M1 wires:
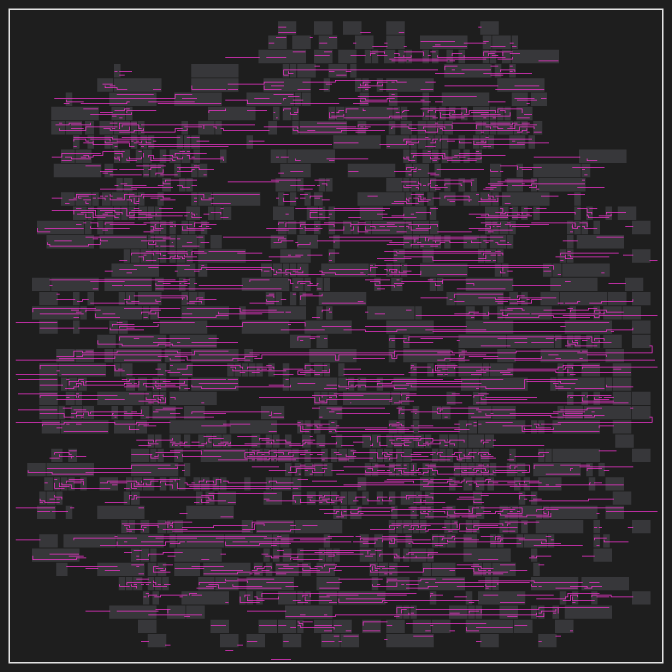
Signal wires on met2:
Scale bar: 20 um.
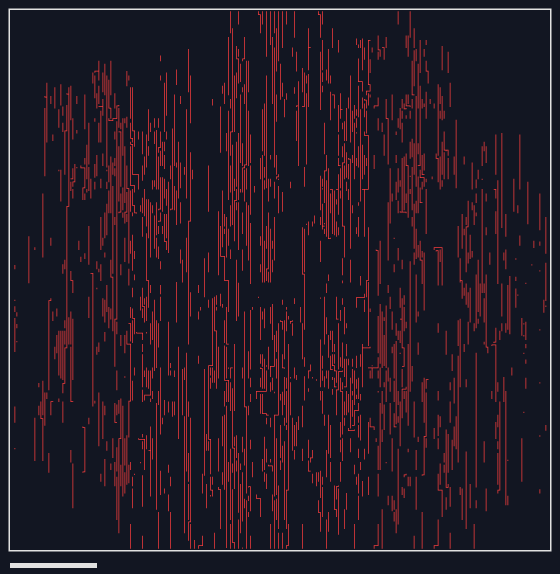
==> config.mk <==
export PLATFORM = sky130hd
export DESIGN_NAME = fsm_run_manager
export DESIGN_NICKNAME = d
export VERILOG_FILES = /design/src/rtl/fsm_run_manager.sv
export SDC_FILE = /design/constraint.sdc
export NUM_CORES = 1
export LEC_CHECK = 0
export ABC_AREA = 1
export CORE_MARGIN = 2
export CORE_UTILIZATION = 40
export CTS_CLUSTER_DIAMETER = 150
export DETAILED_ROUTE_END_ITERATION = 8
export GPL_TIMING_DRIVEN = 0
export SYNTH_ARGS = -nofsm -noshare
export SYNTH_HDL_FRONTEND = slang
export SYNTH_SLANG_ARGS = --single-unit
==> constraint.sdc <==
create_clock -name clk -period 4.1 [get_ports clk]
set_input_delay 0.82 -clock clk [delete_from_list [all_inputs] [get_ports clk]]
set_output_delay 0.82 -clock clk [all_outputs]
set_load 0.01 [all_outputs]
==> Implementation_results.wiki <==
== Metrics ==
{| class="wikitable"
! Metric !! Value
|-
| Most frequent cells after synthesis || sky130_fd_sc_hd__nand2_1 (263), sky130_fd_sc_hd__dfrtp_1 (99), sky130_fd_sc_hd__nor2_1 (73), sky130_fd_sc_hd__inv_1 (69), sky130_fd_sc_hd__nand3_1 (47)
|-
| Post-route worst hold slack || 0.469 ns
|-
| Share of the synthesized netlist area taken by xor and xnor gates || 3.62%
|-
| Max FO, Critical Path || 4
|-
| YS warnings || 0
|-
| CP Data Arrival Time || 3.26 ns
|-
| Wire length of the first global-routing pass || 25,700 um
|-
| Area of the placeable core || 0.0144 sq mm
|-
| Buffer levels on the longest clock path || 2
|-
| Leading register cell type out of synthesis || sky130_fd_sc_hd__dfrtp_1
|-
| Worst path required time || 4.39 ns
|-
| Pin count of the biggest net entering global routing || 72
|-
| Total die size || 0.0155 sq mm
|-
| Worst hold stages || 2
|-
| Type of the worst min-delay path || reg -> reg
|-
| Number of port buffers || 91
|-
| Type of the worst setup path || in -> reg
|-
| Area growth, synth to finish || 25.2%
|-
| Clock edge transition at the registers on the reported setup and hold paths || 0.07 ns
|-
| Iteration-0 DRC count of the detailed router || 349
|-
| Largest vdd supply drop || 0.242 mV
|-
| Init Core Util || 40.4%
|-
| Area of placed instances || 0.00698 sq mm
|-
| Vertical die size || 124 um
|-
| Log Warnings || 26
|-
| Register bit total from synthesis || 99
|-
| Clock latency on the worst-skew pair || 0.36 ns
|-
| Clock sink count || 99
|-
| Count of endpoints failing hold in the final timing report || 0
|-
| Post-route clock skew || 0.00509 ns
|-
| Number of max-slew violations in the final report || 0
|-
| Largest family of logic cells by area || simple AND/OR/NAND/NOR gates
|-
| Leakage component of the power || 3.56 nW
|-
| Detailed placement HPWL || 11,300 um
|-
| Cell count of the worst reg-to-reg path || 14
|-
| Capturing element type of the critical path || flop
|-
| Combined area of all synthesized cells || 0.00580 sq mm
|-
| Critical Path, Cell by Cell || clkdlybuf4s50_1 -> ha_1 -> inv_1 -> fa_1 -> inv_1 -> nand2_1 -> o21ai_0 -> nand3_1 -> nand2_1 -> nand2_1 -> nand2_1 -> nand3_1 -> nand2_1 -> nand2_1 -> nor2_1
|-
| Number of detailed-routing iterations run before antenna repair || 5
|-
| Number of synthesized flops with an enable pin || 0
|-
| Largest area contributor in the netlist || sky130_fd_sc_hd__dfrtp_1
|-
| Post-CTS Repair Setup Buffers || 0
|-
| Clock root buffer master || sky130_fd_sc_hd__clkbuf_16
|-
| Synth Seq Share || 42.7%
|-
| Final core area utilization || 50.6%
|-
| Crit path top cell by count || sky130_fd_sc_hd__nand2_1
|-
| Number of antenna violations at the first check in global routing || 0
|-
| Largest incremental delay on the critical path || 0.49 ns
|-
| Vias in the first global route || 5,323
|-
| Setup repair after global routing missed its margin || false
|-
| Fraction of the mapped netlist area in compound gates || 9.74%
|-
| Overflow left after global routing || 0
|-
| Number of nets in the layout || 932
|-
| CP max-delay cell || sky130_fd_sc_hd__clkdlybuf4s50_1
|-
| Run status || finished, final reports clean
|-
| Die width || 124 um
|-
| Top post-synthesis cells by area || sky130_fd_sc_hd__dfrtp_1 (43%), sky130_fd_sc_hd__nand2_1 (17%), sky130_fd_sc_hd__nor2_1 (4.7%)
|-
| Antenna Cells || 0
|-
| YS chip area || 0.00580 sq mm
|-
| Post_cts resized || 0
|-
| Multiplexer fraction of the synthesized cell area || 0%
|-
| Async SR Flop Fraction || 100%
|-
| Post-CTS Hold Buffers || 0
|-
| Mean Syn Cell Area || 7.47 sq um
|-
| Slew at the pin with the worst max-slew slack || 0.878 ns
|-
| Cell count listed in synth_stat.txt || 777
|-
| Post-placement cell count || 1,053
|-
| Part of the cycle the worst path needs || 72.4%
|-
| Number of fillers in the final layout || 1,426
|-
| Fmax achieved || 337 MHz
|-
| Max_cap viols || 0
|-
| Global placer's final weighted congestion || 0.902
|-
| Tot GR Track Use || 20.2%
|-
| Total power divided by cell area || 586 mW/mm^2
|-
| Synthesized instance count || 777
|-
| Worst max-slew margin expressed relative to the limit || 40.9%
|-
| Slack of the worst reg-to-reg path || 1.72 ns
|-
| H-Tree Level Count || 3
|-
| Tmin final || 2.97 ns
|-
| Residual DRC || 0
|-
| Num ports || 92
|}
About 'M1 wires':
share of all routed wire	49%
wire length on this layer	7,330 um
final WL: 14,900 um
vias: 5,373

About 'signal wires on met2':
wire length on this layer	6,650 um
share of all routed wire	45%
nets with wire on the layer	748
longest straight run	45.6 um
met2 Resource Use GR: 31.1%

[cells in the final DEF (no fill, tap or decap), drive strengths merged, types with 2 or more instances in the layout]
master / n
a21oi: 44
clkdlybuf4s50: 91
dfrtp: 99
ha: 21
nor3: 12
buf: 11
nand2: 273
nand3b: 2
clkbuf: 16
a22o: 2
o21ai: 42
or2: 2
nor2: 80
o31ai: 6
nand3: 49
clkinv: 2
xor2: 14
inv: 78
xnor2: 10
nand4: 17
[layout make-up]
cell class | count | area [sq um] | share of cell area, %
Multi-Input combinational cell | 585 | 2970 | 40.8
Sequential cell | 99 | 2480 | 34.1
Timing Repair Buffer | 92 | 938 | 12.9
Inverter | 78 | 295 | 4.06
Clock buffer | 11 | 243 | 3.34
Tap cell | 184 | 230 | 3.17
Buffer | 15 | 68.8 | 0.947
Clock inverter | 4 | 51.3 | 0.706
[power breakdown]
part / internal, W / switching [W] / total [W]
logic: 0.000795 / 0.00116 / 0.00195
registers: 0.00122 / 0.000215 / 0.00144
clock network: 0.000487 / 0.000377 / 0.000864
total: 0.00251 / 0.00175 / 0.00426
[worst max-delay path, delay by kind of cell]
| family | cells | cell delay [ns] |
|---|---|---|
| AND/OR/NAND/NOR | 9 | 0.87 |
| buffers and inverters | 3 | 0.65 |
| adder cells (fa/ha/maj) | 2 | 0.57 |
| AND-OR/OR-AND | 1 | 0.33 |
[per-layer routing]
metal  vias to the layer above  share of wire (%)  track usage, %  wire [um]
met4                         0                1.5            6.87        216
met5                         -                  0               0          0
met1                      2524                 49            28.7       7330
li1                       2722                  -               -          -
met2                       114                 45            31.1       6650
met3                        13                4.5            3.99        673
[metrics by stage]
stage	TNS, ns	total power [W]
floorplan	0	0.00267
global placement	-91.20	0.00337
detailed placement	0	0.00341
CTS	0	0.00430
global route	0	0.00461
finish	0	0.00426
Power figures rest on the tool's default switching activity, not on a simulated workload.
